power_grid.png
The bar under the picture is 20 µm long. Pins as bars on the die edge.
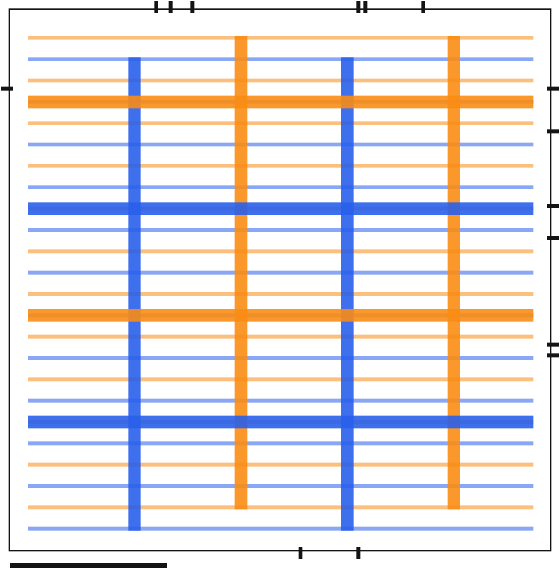
placement_by_type.png
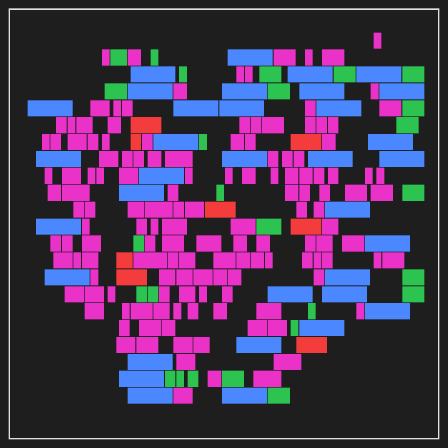
clk_routes.png
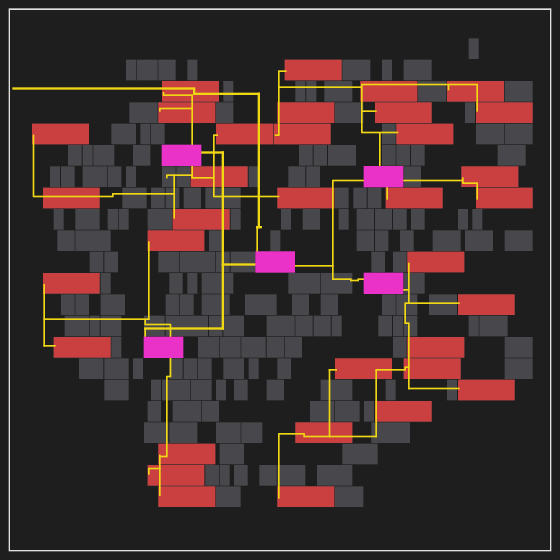
<file path="src/rtl/gps_uart_pkg.sv">
// ============================================================================
// Module      : gps_uart_pkg
// Description : Shared types and helpers for the GPS config UART receiver.
// Revision    : 1.0 - initial release
// ============================================================================
`default_nettype none

package gps_uart_pkg;

    localparam int DATA_BITS = 8;

    typedef enum logic [2:0] {
        IDLE   = 3'd0,
        START  = 3'd1,
        DATA   = 3'd2,
        PARITY = 3'd3,
        STOP   = 3'd4,
        BREAK  = 3'd5
    } uart_state_t;

    function automatic int half_bit(input int clks_per_bit);
        return clks_per_bit / 2;
    endfunction

    // Smallest width able to hold 0 .. clks_per_bit-1.
    function automatic int cnt_width(input int clks_per_bit);
        int w;
        w = 1;
        while ((1 << w) < clks_per_bit)
            w = w + 1;
        return w;
    endfunction

endpackage

`default_nettype wire

</file>
<file path="src/rtl/gps_bit_sync.sv">
// ============================================================================
// Module      : gps_bit_sync
// Description : Two-flop synchroniser for asynchronous single-bit inputs.
// Revision    : 1.0 - initial release
// ============================================================================
`default_nettype none

module gps_bit_sync #(
    parameter logic RESET_VAL = 1'b1
) (
    input  logic clk,
    input  logic rst,
    input  logic i_d,
    output logic o_q
);

    logic r_meta;
    logic r_sync;

    always_ff @(posedge clk) begin
        if (rst) begin
            r_meta <= RESET_VAL;
            r_sync <= RESET_VAL;
        end else begin
            r_meta <= i_d;
            r_sync <= r_meta;
        end
    end

    assign o_q = r_sync;

endmodule

`default_nettype wire

</file>
<file path="src/rtl/gps_uart_rx.sv">
// ============================================================================
// Module      : gps_uart_rx
// Description : 8N1 UART receiver feeding the GPS generator register bank.
//               Define GPS_UART_RX_PARITY_EN to add an even-parity bit.
//               CLKS_PER_BIT must be at least 4.
// Revision    : 1.0 - initial release
// ============================================================================
`default_nettype none

module gps_uart_rx
    import gps_uart_pkg::*;
#(
    parameter int CLKS_PER_BIT = 142
) (
    input  logic       clk_in,
    input  logic       rst_in,
    input  logic       rx_in,
    output logic [7:0] data_out,
    output logic       valid_out,
    output logic       frame_err_out,
    output logic       parity_err_out,
    output logic       busy_out
);

    localparam int c_half  = half_bit(CLKS_PER_BIT);
    localparam int c_cnt_w = cnt_width(CLKS_PER_BIT);

    localparam logic [c_cnt_w-1:0] c_half_last = c_cnt_w'(c_half - 1);
    localparam logic [c_cnt_w-1:0] c_bit_last  = c_cnt_w'(CLKS_PER_BIT - 1);
    localparam logic [c_cnt_w-1:0] c_cnt_one   = c_cnt_w'(1);
    localparam logic [2:0]         c_last_bit  = 3'(DATA_BITS - 1);

    logic                 w_rx_s;
    uart_state_t          r_state;
    logic [c_cnt_w-1:0]   r_cnt;
    logic [2:0]           r_bit_idx;
    logic [DATA_BITS-1:0] r_shift;
    logic [DATA_BITS-1:0] r_data;
    logic                 r_valid;
    logic                 r_frame_err;
    logic                 w_par_bad;

`ifdef GPS_UART_RX_PARITY_EN
    logic r_par_bad;
    logic r_parity_err;
    assign w_par_bad      = r_par_bad;
    assign parity_err_out = r_parity_err;
`else
    assign w_par_bad      = 1'b0;
    assign parity_err_out = 1'b0;
`endif

    gps_bit_sync #(
        .RESET_VAL (1'b1)
    ) u_rx_sync (
        .clk (clk_in),
        .rst (rst_in),
        .i_d (rx_in),
        .o_q (w_rx_s)
    );

    always_ff @(posedge clk_in) begin
        if (rst_in) begin
            r_state     <= IDLE;
            r_cnt       <= '0;
            r_bit_idx   <= '0;
            r_shift     <= '0;
            r_data      <= '0;
            r_valid     <= 1'b0;
            r_frame_err <= 1'b0;
`ifdef GPS_UART_RX_PARITY_EN
            r_par_bad    <= 1'b0;
            r_parity_err <= 1'b0;
`endif
        end else begin
            r_valid     <= 1'b0;
            r_frame_err <= 1'b0;
`ifdef GPS_UART_RX_PARITY_EN
            r_parity_err <= 1'b0;
`endif
            case (r_state)
                IDLE: begin
                    if (!w_rx_s) begin
                        r_state <= START;
                        r_cnt   <= '0;
                    end
                end
                // Re-check the start bit at its midpoint to reject glitches.
                START: begin
                    if (r_cnt == c_half_last) begin
                        if (!w_rx_s) begin
                            r_state   <= DATA;
                            r_cnt     <= '0;
                            r_bit_idx <= '0;
                        end else begin
                            r_state <= IDLE;
                        end
                    end else begin
                        r_cnt <= r_cnt + c_cnt_one;
                    end
                end
                DATA: begin
                    if (r_cnt == c_bit_last) begin
                        r_shift[r_bit_idx] <= w_rx_s;
                        r_cnt              <= '0;
                        r_bit_idx          <= r_bit_idx + 3'd1;
                        if (r_bit_idx == c_last_bit) begin
`ifdef GPS_UART_RX_PARITY_EN
                            r_state <= PARITY;
`else
                            r_state <= STOP;
`endif
                        end
                    end else begin
                        r_cnt <= r_cnt + c_cnt_one;
                    end
                end
`ifdef GPS_UART_RX_PARITY_EN
                PARITY: begin
                    if (r_cnt == c_bit_last) begin
                        r_par_bad <= (^r_shift) ^ w_rx_s;
                        r_cnt     <= '0;
                        r_state   <= STOP;
                    end else begin
                        r_cnt <= r_cnt + c_cnt_one;
                    end
                end
`endif
                // Leave at mid-stop so a following start edge is never missed.
                STOP: begin
                    if (r_cnt == c_bit_last) begin
                        r_cnt <= '0;
                        if (w_rx_s) begin
                            r_state <= IDLE;
                            if (w_par_bad) begin
`ifdef GPS_UART_RX_PARITY_EN
                                r_parity_err <= 1'b1;
`endif
                            end else begin
                                r_data  <= r_shift;
                                r_valid <= 1'b1;
                            end
                        end else begin
                            r_state     <= BREAK;
                            r_frame_err <= 1'b1;
`ifdef GPS_UART_RX_PARITY_EN
                            r_parity_err <= r_par_bad;
`endif
                        end
                    end else begin
                        r_cnt <= r_cnt + c_cnt_one;
                    end
                end
                BREAK: begin
                    if (w_rx_s)
                        r_state <= IDLE;
                end
                default: r_state <= IDLE;
            endcase
        end
    end

    assign data_out      = r_data;
    assign valid_out     = r_valid;
    assign frame_err_out = r_frame_err;
    assign busy_out      = (r_state != IDLE);

endmodule

`default_nettype wire

</file>
<file path="config.mk">
export PLATFORM = sky130hd
export DESIGN_NAME = gps_uart_rx
export DESIGN_NICKNAME = d
export VERILOG_FILES = /design/src/rtl/gps_uart_pkg.sv /design/src/rtl/gps_bit_sync.sv /design/src/rtl/gps_uart_rx.sv
export SDC_FILE = /design/constraint.sdc
export NUM_CORES = 1
export LEC_CHECK = 0
export CAP_MARGIN = 20
export CORE_MARGIN = 2
export CORE_UTILIZATION = 40
export DETAILED_ROUTE_END_ITERATION = 10
export GPL_TIMING_DRIVEN = 0
export SYNTH_ARGS = -nofsm -noshare
export SYNTH_HDL_FRONTEND = slang
export SYNTH_SLANG_ARGS = --single-unit
</file>
<file path="constraint.sdc">
create_clock -name clk_in -period 5.3 [get_ports clk_in]
set_clock_uncertainty 0.05 [all_clocks]
set_input_delay 0.795 -clock clk_in [delete_from_list [all_inputs] [get_ports clk_in]]
set_output_delay 0.795 -clock clk_in [all_outputs]
set_load 0.02 [all_outputs]
</file>
==> qor.csv <==
stage,metric,value,unit
critical_path,timing.critical_path.buf_inv,2,
synth,ys_seq_share,40.5,%
final_layout,num-nonclk-inverters,10,
synth,synthDistinctLibCells,51,
final_layout,num-multi-input-gates,132,
run,maxCapViolCount,0,
drt,drt_pre_antenna_iters,4,
critical_path,worst_path_dominant_cell_family,buffers and inverters,
final_layout,post_layout_util,48.6,%
synth,netlist.top_cell.by_instances,dfxtp_1,
power,internal_power,0.000370,W
critical_path,critical_setup_path_kind,reg -> out,
final_layout,design.final.nets,217,
clock_network,clk_pin_slew,0.07,ns
run,log.warning_count,28,
die,rows,23,
final_layout,final_layout_size_suffix_gt1_share,11.9,%
drt,final_antenna_net_count,0,
drt,drt_drc_violations_left,0,
power,power_switching,0.000111,W
grt,gr-usage-met3,4.06,%
synth,postSynth.asyncResetShare,0,%
grt,grt_overflow,0,
final_layout,layoutNonFillerInstCount,260,
synth,synth_stat.cells,190,
final_layout,seqCellArea,681,µm²
placed_design,port-buffer-count,12,
die,core_area,0.00403,mm²
timing,final-hold-violation-count,0,
synth,ys_ff,34,
final_layout,n_sequential_cell,34,
timing,fmax,0.398,GHz
synth,number_of_warnings_issued_by_yosys,0,
die,chip_area,0.00474,mm²
final_layout,largestClassByArea,multi-input combinational cells,
synth,top_cells_by_area_synth,"dfxtp_1 (40%), mux2i_1 (4.8%), ha_1 (3.7%)",
drt,highest_layer,met4,
clock_network,cts-root-to-sink-buffers,2,
clock_network,clkLatencyLatePin,0.28,ns
drt,route.final.wire_length,3.51,mm
status,status,"finished, final reports clean",
drt,met1Wirelength,1.54,mm
critical_path,worstPathMaxFanout,10,
power,power.static_leakage,0.741,nW
-- power_grid.png (at the start) --
net	colour
VSS	blue
VDD	orange
met1 rails	24
met4 straps	4
met5 straps	4

-- placement_by_type.png (at the start) --
class	colour	cells
clock drivers and dummy loads	red	8
combinational and other logic	magenta	142
other buffers and delay cells	green	26
flops	blue	34

-- clk_routes.png (at the start) --
[clock drivers] magenta | count: 5
[clock wires] yellow | length: 418 µm
[flip-flops] red | count: 34
routed clock nets	6
flops lie	all over the die

cell usage in the layout, fill, tap and decap left out, types with 3 or more instances in the layout:
| cell type | count |
|---|---|
| nor3_1 | 4 |
| dfxtp_1 | 34 |
| o21ai_0 | 12 |
| clkbuf_1 | 5 |
| ha_1 | 5 |
| o221ai_1 | 5 |
| nor4_1 | 5 |
| or3_1 | 3 |
| clkdlybuf4s50_1 | 12 |
| nand3_1 | 12 |
| inv_1 | 9 |
| buf_2 | 5 |
| mux2i_1 | 8 |
| o21a_1 | 3 |
| nor2_1 | 14 |
| nand2_1 | 5 |
| nor2b_1 | 3 |
| a21oi_1 | 12 |
| clkbuf_8 | 6 |
| nor3b_1 | 3 |
sequential cells by signal, summed over array words and instances (netlist names):
| name | cells |
|---|---|
| u_rx_sync.r_meta | 1 |
| valid_out | 1 |
| r_state | 3 |
| r_bit_idx | 3 |
| data_out | 8 |
| u_rx_sync.o_q | 1 |
| r_cnt | 8 |
| frame_err_out | 1 |
| r_shift | 8 |
worst paths after layout:
kind | startpoint | endpoint | slack (ns) | cells after the start
worst min register to register | u_rx_sync.r_meta | u_rx_sync.o_q | 0.36 | 1
worst min-delay path | u_rx_sync.r_meta | u_rx_sync.o_q | 0.36 | 1
worst max-delay path | r_state[0] | busy_out | 2.79 | 3
worst max register to register | r_cnt[1] | r_cnt[0] | 3.12 | 7
cells by family after synthesis:
logic type               Yosys count  synth area share [%]
AND/OR/NAND/NOR                   66                  22.6
XOR/XNOR                           2                  1.04
adder cells (fa/ha/maj)            5                  3.72
flip-flops                        34                  40.5
multiplexers                      10                  6.10
AND-OR/OR-AND                     48                  19.4
other                              1                 0.223
buffers and inverters             24                  6.40
Power figures rest on the tool's default switching activity, not on a simulated workload.
